$ cat src/rtl/imem_loader_pkg.sv
// Shared types and constants for the boot-time instruction memory loader.
package imem_loader_pkg;

  localparam int unsigned IMEM_WORD_W    = 32;
  localparam int unsigned BYTE_W         = 8;
  localparam int unsigned DEFAULT_ADDR_W = 6;

  typedef enum logic [2:0] {
    ST_IDLE = 3'd0,
    ST_HDR  = 3'd1,
    ST_DATA = 3'd2,
    ST_CSUM = 3'd3,
    ST_DONE = 3'd4
  } state_e;

endpackage

$ cat src/rtl/imem_loader_byte_packer.sv
// Shifts bytes MSB-first into 32-bit words; pulses word_valid_o the cycle after
// the fourth byte, with word_o held stable until the next word completes.
module imem_loader_byte_packer
  import imem_loader_pkg::*;
(
  input  logic                   clk,
  input  logic                   reset_n,
  input  logic                   clr_i,
  input  logic                   byte_valid_i,
  input  logic [BYTE_W-1:0]      byte_i,
  output logic [1:0]             byte_idx_o,
  output logic                   word_valid_o,
  output logic [IMEM_WORD_W-1:0] word_o
);

  localparam int unsigned ASM_W = IMEM_WORD_W - BYTE_W;

  logic [1:0]             idx_q;
  logic [ASM_W-1:0]       asm_q;
  logic                   word_valid_q;
  logic [IMEM_WORD_W-1:0] word_q;

  always_ff @(posedge clk or negedge reset_n) begin
    if (!reset_n) begin
      idx_q        <= 2'd0;
      asm_q        <= '0;
      word_valid_q <= 1'b0;
      word_q       <= '0;
    end else begin
      word_valid_q <= 1'b0;
      if (clr_i) begin
        idx_q <= 2'd0;
        asm_q <= '0;
      end else if (byte_valid_i) begin
        asm_q <= {asm_q[ASM_W-BYTE_W-1:0], byte_i};
        idx_q <= idx_q + 2'd1;
        if (idx_q == 2'd3) begin
          word_q       <= {asm_q, byte_i};
          word_valid_q <= 1'b1;
        end
      end
    end
  end

  assign byte_idx_o   = idx_q;
  assign word_valid_o = word_valid_q;
  assign word_o       = word_q;

endmodule

$ cat src/rtl/imem_loader.sv
// Boot loader: header/data/checksum byte stream -> instruction memory writes,
// holding the core in reset until a checksum-verified image is in place.
module imem_loader
  import imem_loader_pkg::*;
#(
  parameter int unsigned ADDR_W = DEFAULT_ADDR_W
) (
  input  logic                   clk,
  input  logic                   reset_n,
  input  logic                   start,
  input  logic                   in_valid,
  input  logic [BYTE_W-1:0]      in_data,
  output logic                   in_ready,
  output logic                   we,
  output logic [ADDR_W-1:0]      wa,
  output logic [IMEM_WORD_W-1:0] wd,
  output logic                   cpu_hold,
  output logic                   busy,
  output logic                   done,
  output logic                   err
);

  localparam int unsigned CNT_W = ADDR_W + 1;
  localparam int unsigned DEPTH = 1 << ADDR_W;

  state_e              state_q;
  logic                in_ready_q;
  logic [ADDR_W-1:0]   wa_q;
  logic                cpu_hold_q;
  logic                busy_q;
  logic                done_q;
  logic                err_q;
  logic [BYTE_W-1:0]   csum_q;
  logic [CNT_W-1:0]    n_q;
  logic [CNT_W-1:0]    word_cnt_q;

  logic                   xfer;
  logic                   data_xfer;
  logic                   load_start;
  logic                   hdr_bad;
  logic                   last_word;
  logic                   csum_bad;
  logic [1:0]             byte_idx;
  logic                   word_valid;
  logic [IMEM_WORD_W-1:0] word;

  assign xfer       = in_valid && in_ready_q;
  assign data_xfer  = xfer && (state_q == ST_DATA);
  assign load_start = start && ((state_q == ST_IDLE) || (state_q == ST_DONE));
  assign hdr_bad    = (in_data == '0) || (32'(in_data) > DEPTH);
  assign last_word  = (word_cnt_q == (n_q - CNT_W'(1)));
  assign csum_bad   = (in_data != csum_q);

  imem_loader_byte_packer u_byte_packer (
    .clk          (clk),
    .reset_n      (reset_n),
    .clr_i        (load_start),
    .byte_valid_i (data_xfer),
    .byte_i       (in_data),
    .byte_idx_o   (byte_idx),
    .word_valid_o (word_valid),
    .word_o       (word)
  );

  always_ff @(posedge clk or negedge reset_n) begin
    if (!reset_n) begin
      state_q    <= ST_IDLE;
      in_ready_q <= 1'b0;
      wa_q       <= '0;
      cpu_hold_q <= 1'b1;
      busy_q     <= 1'b0;
      done_q     <= 1'b0;
      err_q      <= 1'b0;
      csum_q     <= '0;
      n_q        <= '0;
      word_cnt_q <= '0;
    end else begin
      // Address advances once the write cycle for the current word is over.
      if (word_valid) begin
        wa_q <= wa_q + ADDR_W'(1);
      end
      case (state_q)
        ST_IDLE, ST_DONE: begin
          if (start) begin
            state_q    <= ST_HDR;
            in_ready_q <= 1'b1;
            busy_q     <= 1'b1;
            cpu_hold_q <= 1'b1;
            done_q     <= 1'b0;
            err_q      <= 1'b0;
            csum_q     <= '0;
            wa_q       <= '0;
            word_cnt_q <= '0;
          end
        end
        ST_HDR: begin
          if (xfer) begin
            if (hdr_bad) begin
              state_q    <= ST_DONE;
              in_ready_q <= 1'b0;
              busy_q     <= 1'b0;
              done_q     <= 1'b1;
              err_q      <= 1'b1;
            end else begin
              n_q     <= CNT_W'(in_data);
              state_q <= ST_DATA;
            end
          end
        end
        ST_DATA: begin
          if (xfer) begin
            csum_q <= csum_q ^ in_data;
            if (byte_idx == 2'd3) begin
              word_cnt_q <= word_cnt_q + CNT_W'(1);
              if (last_word) begin
                state_q <= ST_CSUM;
              end
            end
          end
        end
        ST_CSUM: begin
          if (xfer) begin
            state_q    <= ST_DONE;
            in_ready_q <= 1'b0;
            busy_q     <= 1'b0;
            done_q     <= 1'b1;
            err_q      <= csum_bad;
            cpu_hold_q <= csum_bad;
          end
        end
        default: begin
          state_q    <= ST_IDLE;
          in_ready_q <= 1'b0;
          busy_q     <= 1'b0;
          cpu_hold_q <= 1'b1;
        end
      endcase
    end
  end

  assign in_ready = in_ready_q;
  assign we       = word_valid;
  assign wa       = wa_q;
  assign wd       = word;
  assign cpu_hold = cpu_hold_q;
  assign busy     = busy_q;
  assign done     = done_q;
  assign err      = err_q;

endmodule

$ cat config.mk
export PLATFORM = sky130hd
export DESIGN_NAME = imem_loader
export DESIGN_NICKNAME = d
export VERILOG_FILES = /design/src/rtl/imem_loader_pkg.sv /design/src/rtl/imem_loader_byte_packer.sv /design/src/rtl/imem_loader.sv
export SDC_FILE = /design/constraint.sdc
export NUM_CORES = 1
export LEC_CHECK = 0
export CAP_MARGIN = 25
export CORE_MARGIN = 3
export CORE_UTILIZATION = 58
export CTS_CLUSTER_DIAMETER = 50
export DETAILED_ROUTE_END_ITERATION = 7
export GPL_ROUTABILITY_DRIVEN = 0
export PLACE_DENSITY = 0.85
export SKIP_CTS_REPAIR_TIMING = 1
export SYNTH_ARGS = -nofsm -noshare
export SYNTH_HDL_FRONTEND = slang
export SYNTH_SLANG_ARGS = --single-unit
$ cat constraint.sdc
create_clock -name clk -period 5 [get_ports clk]
set_clock_uncertainty 0.05 [all_clocks]
set_input_delay 0.5 -clock clk [delete_from_list [all_inputs] [get_ports clk]]
set_output_delay 0.5 -clock clk [all_outputs]
set_load 0.01 [all_outputs]
Run 1, sequential cells grouped by signal name:
Scale bar: 20 um. Other sequential cells in the stronger grey, the rest of the logic in the fainter grey.
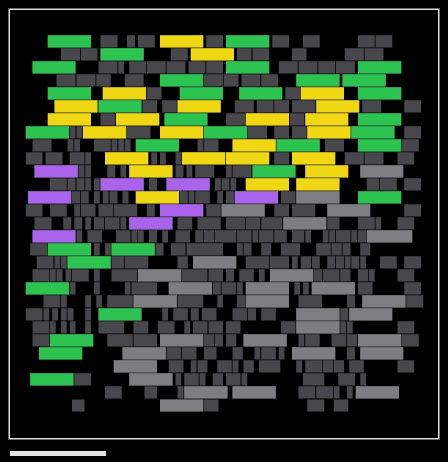
purple -> `csum_q`  # sequential cells 8
green -> `u_byte_packer.word_o`  # sequential cells 32
yellow -> `u_byte_packer.asm_q`  # sequential cells 24
not coloured = 30
storage element area: 2350 sq um
Seq area share: 0.486
Seq power: 967 uW

Run 1, gate-type map:
Scale bar: 20 um.
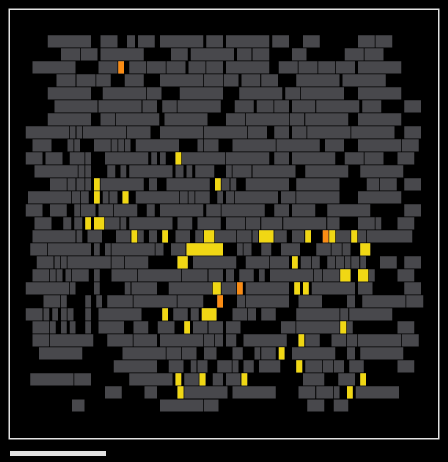
yellow -> nor cells  # cells 36, most used nor2_1
orange -> inv cells  # cells 4, most used inv_1

Run 1, routed metal, one colour a layer:
Scale bar: 20 um.
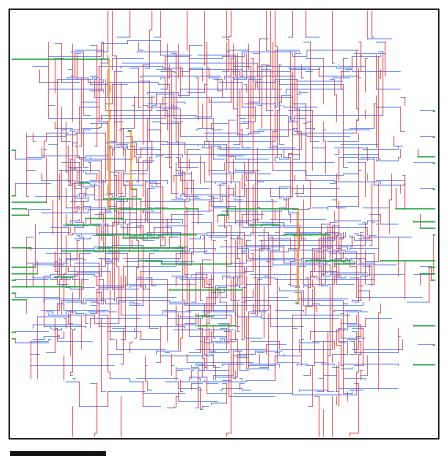
blue -> M1  # wire length 3850 um
green -> M3  # wire length 328 um
red -> M2  # wire length 3880 um
orange -> M4  # wire length 63.2 um
Detailed Route WL: 8.12 mm
Routed WL per cell: 16.2 um
Via Count: 2800

Run 1, cell classes on the final placement:
Scale bar: 20 um. Fill, decap, tap and diode cells in grey.
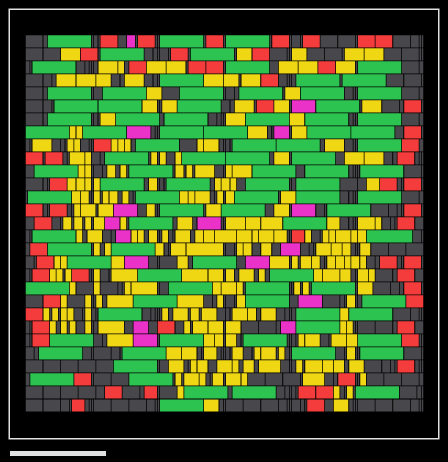
green -> sequential cells  # cells 94, share of their area 50%
yellow -> remaining logic cells  # cells 241, share of their area 34%
red -> remaining buffers and delay cells  # cells 57, share of their area 12%
magenta -> clock drivers and dummy loads  # cells 16, share of their area 3.9%

==> run 1: sequential cells by signal, summed over array words and instances, names as in the netlist, 2 cells and up <==
register and flops:
state_q 3, n_q 7, u_byte_packer.byte_idx_o 2, word_cnt_q 7, wa 6, csum_q 8, u_byte_packer.word_o 32, u_byte_packer.asm_q 24
==> run 1: final cells by class <==
| class | instances | area (sq um) | share of cell area |
|---|---|---|---|
| clock inverters | 7 | 60.1 | 0.0124 |
| repair buffers | 57 | 563 | 0.116 |
| well taps | 93 | 116 | 0.0240 |
| clock buffers | 9 | 124 | 0.0256 |
| multi-input cells | 237 | 1610 | 0.332 |
| inverters | 4 | 15.0 | 0.00310 |
| flip-flops and latches | 94 | 2350 | 0.486 |
==> run 1: critical path: stages <==
cell and delay, ps:
clkdlybuf4s50_1 570, nand4b_1 180, nor2_1 130, buf_4 300, nand2_1 590, inv_1 840
mux2_2 420
==> run 1: where the power goes <==
group / total, uW / leakage [uW] / switching (uW) / internal [uW]
combinational: 438 / 0.000977 / 234 / 204
clock: 476 / 0.0000969 / 284 / 192
sequential: 967 / 0.00129 / 115 / 851
total: 1880 / 0.00236 / 634 / 1250
==> run 1: cell families (layout without fill, tap and decap cells) <==
family / Yosys count / count (layout) / synth area share
compound gates: 53 / 53 / 0.0897
xor+xnor: 26 / 26 / 0.0563
fa+ha+maj: 4 / 4 / 0.0124
buf+inv: 21 / 77 / 0.0207
flops: 94 / 94 / 0.582
mux: 35 / 35 / 0.103
simple gates: 119 / 119 / 0.136
==> run 1: stage by stage <==
stage	setup WS, ps	power [uW]	instance area, sq um
3_3_place_gp	1340	1390	4650
2_1_floorplan	2820	1280	4040
6_report	1630	1880	4840
4_1_cts	1650	1890	4840
5_1_grt	1400	1990	4840
3_5_place_dp	1260	1420	4650
==> run 1: worst max path at each step <==
stage                                    end  slack, ps
detailed placement  u_byte_packer.word_o[20]       1260
finish              u_byte_packer.word_o[20]       1630
floorplan                             n_q[0]       2820
global route        u_byte_packer.word_o[20]       1400
global placement    u_byte_packer.word_o[28]       1340
CTS                 u_byte_packer.word_o[20]       1650
==> run 1: layer usage <==
metal | vias to the layer above | wire length (um)
met2 | 76 | 3880
met4 | 0 | 63
met5 | - | 0
met1 | 1399 | 3850
li1 | 1319 | -
met3 | 6 | 328
==> run 1: cells in the final DEF, fill, tap and decap left out, types with 4 or more instances in the layout <==
| cell type | synthesis | layout |
|---|---|---|
| dfrtp_1 | 93 | 93 |
| nand2_1 | 60 | 60 |
| clkdlybuf4s50_1 | 0 | 54 |
| nor2_1 | 26 | 26 |
| mux2_2 | 25 | 25 |
| o21ai_0 | 21 | 21 |
| xor2_1 | 18 | 18 |
| a22o_1 | 18 | 18 |
| clkbuf_8 | 0 | 9 |
| xnor2_1 | 8 | 8 |
| nand3_1 | 7 | 7 |
| mux2_4 | 7 | 7 |
| nand4_1 | 5 | 5 |
| a21oi_1 | 5 | 5 |
| inv_1 | 4 | 4 |
| ha_1 | 4 | 4 |
| inv_6 | 0 | 4 |
==> impl_metrics.env, run 1 <==
# source this file to load flow results
export IMPL_p_leak_uw=0.00236
export IMPL_n_fill_cell=442
export IMPL_yosys_warnings=0
export IMPL_vdd_drop_max_v=0.000230
export IMPL_ant_nets=0
export IMPL_fp_dieH_um=89.5
export IMPL_syn_nets=368
export IMPL_largest_area_cell="dfrtp_1"
export IMPL_areaGrowthSynthToFinish_pct=19.6
export IMPL_syn_area_per_cell_sq_um=11.5
export IMPL_fin_cells=501
export IMPL_antenna_found_initial=0
export IMPL_clk_pin_slew_ps=100
export IMPL_via_per_inst=5.59
export IMPL_clock_latency_ps=360
export IMPL_syn_cell_area_sq_um=4040
export IMPL_async_reset_ff_frac=1.00
export IMPL_drtPass1Iterations=4
export IMPL_post_route_util=0.737
export IMPL_grt_util_met2=0.342
export IMPL_worstSetupStartpointType="input port"
export IMPL_cp_arrival_ps=3560
export IMPL_met3_usage=0.0359
export IMPL_ys_cells=352
export IMPL_grt_pass1_vias=2714
export IMPL_warnings=26
export IMPL_worst_r2r_setup_slack_ps=1750
export IMPL_slew_headroom=0.344
export IMPL_gr_total_overflow=0
export IMPL_grt_pass1_wl_mm=13.2
export IMPL_numCtsBuffers=9
export IMPL_hold_violations=0
export IMPL_io_buffers=55
export IMPL_clockRootBuffer="clkbuf_8"
export IMPL_drive_gt1_frac=0.140
export IMPL_synthTopCellsByArea="dfrtp_1 (58%), mux2_2 (7.0%), nand2_1 (5.6%)"
export IMPL_htreeDepth=3
export IMPL_setup_viol=0
export IMPL_dp_cells=485
export IMPL_top_cell="dfrtp_1"
export IMPL_fmax_mhz=297
export IMPL_hpwlAfterDp_mm=5.67
export IMPL_crit_path_max_fanout=27
export IMPL_grt_max_degree=65
export IMPL_grtUsageTotal=0.219
export IMPL_status="finished clean"
export IMPL_rsz0062_at_grt="no"
export IMPL_cp_end_kind="flop"
export IMPL_num_rows=29
export IMPL_enable_flop_cells=0
export IMPL_p_per_area_nw_per_um2=389
export IMPL_die_w_um=89.5
export IMPL_pin_count=56
export IMPL_timing_rr_start="state_q[1]"
export IMPL_finalHoldWorstSlack_ps=6.63
export IMPL_ys_top_cells_by_count="dfrtp_1 (93), nand2_1 (60), nor2_1 (26)"
export IMPL_synth_cells=352
export IMPL_gr_usage_met1=0.316
export IMPL_fin_setup_tns_ps=0
export IMPL_numSynthFlops=94
export IMPL_ys_flop_type="dfrtp_1"
export IMPL_grt_busiest_layer="met2"
export IMPL_cp_startpoint="in_valid"
export IMPL_reg2reg_to="u_byte_packer.word_o[20]"
export IMPL_core_sq_um=6570
export IMPL_cts_tree="yes"
export IMPL_fin_nets=419
export IMPL_reg2reg_depth=6
export IMPL_tightest_slew_ps=984
export IMPL_drv_slew=0
Run 1, cell placement:
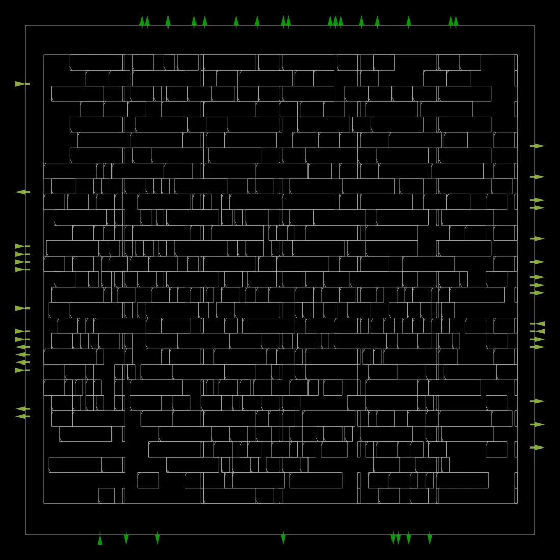

--- run 2 (diff from run 1) ---
--- a/config.mk
+++ b/config.mk
@@ -7,11 +7,11 @@
 export LEC_CHECK = 0
 export CAP_MARGIN = 25
 export CORE_MARGIN = 3
-export CORE_UTILIZATION = 58
+export CORE_UTILIZATION = 54
 export CTS_CLUSTER_DIAMETER = 50
 export DETAILED_ROUTE_END_ITERATION = 7
 export GPL_ROUTABILITY_DRIVEN = 0
-export PLACE_DENSITY = 0.85
+export PLACE_DENSITY = 0.8
 export SKIP_CTS_REPAIR_TIMING = 1
 export SYNTH_ARGS = -nofsm -noshare
 export SYNTH_HDL_FRONTEND = slang
==> constraint.sdc (replaced) <==
create_clock -name clk -period 3.5 [get_ports clk]
set_clock_uncertainty 0.05 [all_clocks]
set_input_delay 0.35 -clock clk [delete_from_list [all_inputs] [get_ports clk]]
set_output_delay 0.35 -clock clk [all_outputs]
set_load 0.01 [all_outputs]
Run 2, cell placement:
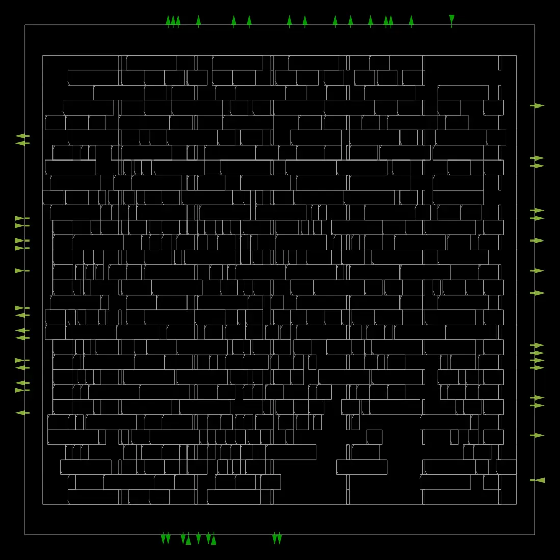
final core utilization: 0.699
Flops: 94

Run 2, cell classes on the final placement:
Scale bar: 20 um. Fill, decap, tap and diode cells in grey.
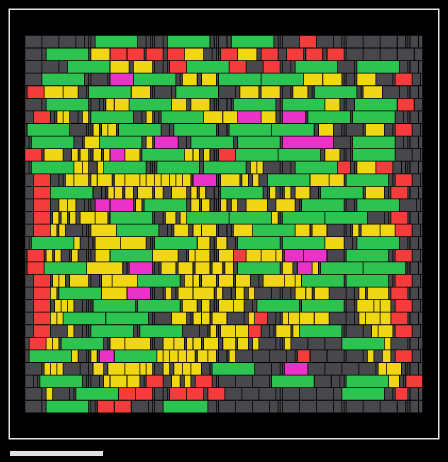
magenta -> clock drivers and dummy loads  # cells 16, share of their area 4.5%
green -> sequential cells  # cells 94, share of their area 49%
red -> remaining buffers and delay cells  # cells 61, share of their area 12%
yellow -> remaining logic cells  # cells 241, share of their area 34%

Run 2, gate-type map:
Scale bar: 20 um.
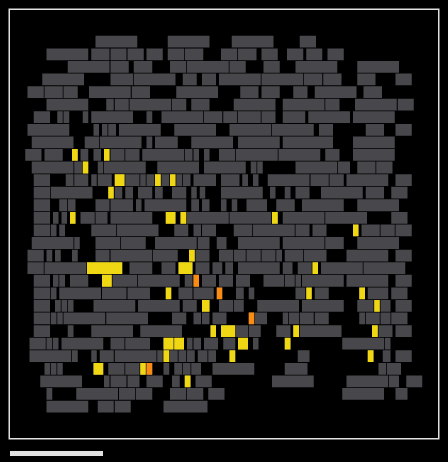
orange -> inv cells  # cells 4, most used inv_1
yellow -> nor cells  # cells 36, most used nor2_1

==> run 2 against run 1 <==
Clock-buffer cell count grew 1; first-iteration DRC count down 21%; global-route usage is 1.3 points lower; sequential power is 43% higher; synthesized area unchanged; register-to-register slack lost 450 ps; flip-flop count is the same; die size up 6.9%.
==> impl_metrics.env, run 2 <==
# source this file to load flow results
export IMPL_n_fill_cell=557
export IMPL_fp_dieH_um=92.5
export IMPL_layout_top_cell="dfrtp_1"
export IMPL_crit_path_max_incr_delay_ps=600
export IMPL_comb_area_sq_um=1610
export IMPL_top_cell="dfrtp_1"
export IMPL_pin_count=56
export IMPL_seqPwrFrac=0.497
export IMPL_hold_violations=0
export IMPL_via_per_inst=5.56
export IMPL_place_area_sq_um=4680
export IMPL_fp_util=0.576
export IMPL_io_buffers=55
export IMPL_core_sq_um=7020
export IMPL_fin_area_sq_um=4910
export IMPL_wire_per_inst_um=16.1
export IMPL_path_buffers=1
export IMPL_worstSetupStartpointType="input port"
export IMPL_largest_reg_flops=32
export IMPL_antenna_found_initial=0
export IMPL_regArea_sq_um=2350
export IMPL_fin_setup_tns_ps=0
export IMPL_clock_sinks=94
export IMPL_largest_area_cell="dfrtp_1"
export IMPL_syn_cell_area_sq_um=4040
export IMPL_areaGrowthSynthToFinish_pct=21.3
export IMPL_status="finished clean"
export IMPL_enable_flop_cells=0
export IMPL_numCtsBuffers=9
export IMPL_crit_path_max_fanout=7
export IMPL_hpwlAfterDp_mm=5.64
export IMPL_syn_area_per_cell_sq_um=11.5
export IMPL_cp_end_kind="flop"
export IMPL_numSynthFlops=94
export IMPL_dp_cells=491
export IMPL_ys_flop_type="dfrtp_1"
export IMPL_drv_slew=0
export IMPL_fin_cells=508
export IMPL_vdd_drop_max_v=0.000258
export IMPL_p_comb_frac=0.230
export IMPL_clockPowerShare=0.273
export IMPL_clk_pin_slew_ps=90
export IMPL_grtUsageTotal=0.206
export IMPL_p_sw_uw=903
export IMPL_clockRootBuffer="clkbuf_8"
export IMPL_die_w_um=92.5
export IMPL_warnings=26
export IMPL_gr_total_overflow=0
export IMPL_totalWireLength_mm=8.17
export IMPL_drive_gt1_frac=0.148
export IMPL_p_per_area_nw_per_um2=567
export IMPL_cp_arrival_ps=2570
export IMPL_synth_cells=352
export IMPL_ys_top_cells_by_count="dfrtp_1 (93), nand2_1 (60), nor2_1 (26)"
export IMPL_grt_max_degree=41
export IMPL_p_sw_frac=0.325
export IMPL_crit_path_top_delay_cell="or4_1"
export IMPL_finalHoldWorstSlack_ps=380
export IMPL_synthTopCellsByArea="dfrtp_1 (58%), mux2_2 (7.0%), nand2_1 (5.6%)"
export IMPL_vias=2827
export IMPL_rsz0062_at_grt="no"
export IMPL_ys_cells=352
export IMPL_fmax_mhz=421
export IMPL_ant_nets=0
export IMPL_p_leak_uw=0.00239
export IMPL_drtPass1Iterations=4
export IMPL_async_reset_ff_frac=1.00
export IMPL_grt_pass1_vias=2818
export IMPL_path_delay_family="simple AND/OR/NAND/NOR gates"
export IMPL_crit_chain="clkdlybuf4s50_1, or4_1, o31a_1, nor4_4, nand2_4, mux2_4"
## run 2: path summary, 6_finish.rpt
path | slack (ps) | endpoint | depth (start not counted) | start
max | 1130 | n_q[6] | 6 | in_data[5]
min | 380 | wa[4] | 2 | reset_n
max reg2reg | 1300 | u_byte_packer.word_o[26] | 5 | state_q[1]
min reg2reg | 450 | u_byte_packer.word_o[0] | 2 | u_byte_packer.word_o[0]
max in group asynchronous | 2210 | u_byte_packer.word_o[10] | 3 | reset_n
min in group clk | 450 | u_byte_packer.word_o[0] | 2 | u_byte_packer.word_o[0]
## run 2: metal layers
layer  share of wire  wire length, um  vias to the layer above  GRT usage
met5               0                0                        -          0
met4          0.0028               23                        0     0.0656
met3           0.057              464                        2     0.0447
met2            0.48             3920                       93      0.315
met1            0.46             3760                     1405      0.296
li1                -                -                     1327          -
## run 2: worst reg2reg max path, delay by kind of cell (launching register included)
family,cells,cell delay (ps)
DFF,1,610
buffers and inverters,1,560
muxes,1,420
and+or+nand+nor,3,450
## run 2: cell families (layout without fill, tap and decap cells)
group           count (synthesis)  count (layout)  share of synthesized area
simple gates                  119             119                      0.136
flops                          94              94                      0.582
compound gates                 53              53                     0.0897
mux                            35              35                      0.103
xor+xnor                       26              26                     0.0563
buf+inv                        21              81                     0.0207
fa+ha+maj                       4               4                     0.0124
## run 2: power by group through the flow
stage / Clock (uW) / Combinational [uW] / Sequential, uW
floorplan: 0 / 491 / 1340
global placement: 0 / 616 / 1390
finish: 759 / 641 / 1380
global route: 831 / 710 / 1410
CTS: 777 / 641 / 1380
detailed placement: 0 / 637 / 1400
## run 2: area by class of cell
type | count | area share
sequential | 94 | 0.480
multi-input combinational | 237 | 0.328
timing repair buffer | 61 | 0.121
clock buffer | 10 | 0.0280
tap | 96 | 0.0245
clock inverter | 6 | 0.0156
inverter | 4 | 0.00306
## run 2: through the flow
stage / utilization / setup WS (ps) / total power (uW)
after global routing: 0.699 / 1010 / 2950
after detailed placement: 0.667 / 744 / 2040
after global placement: 0.667 / 841 / 2010
after floorplan: - / 1470 / 1830
final: 0.699 / 1130 / 2780
after CTS: 0.698 / 1130 / 2800
Power is estimated from default activity; no workload was simulated.
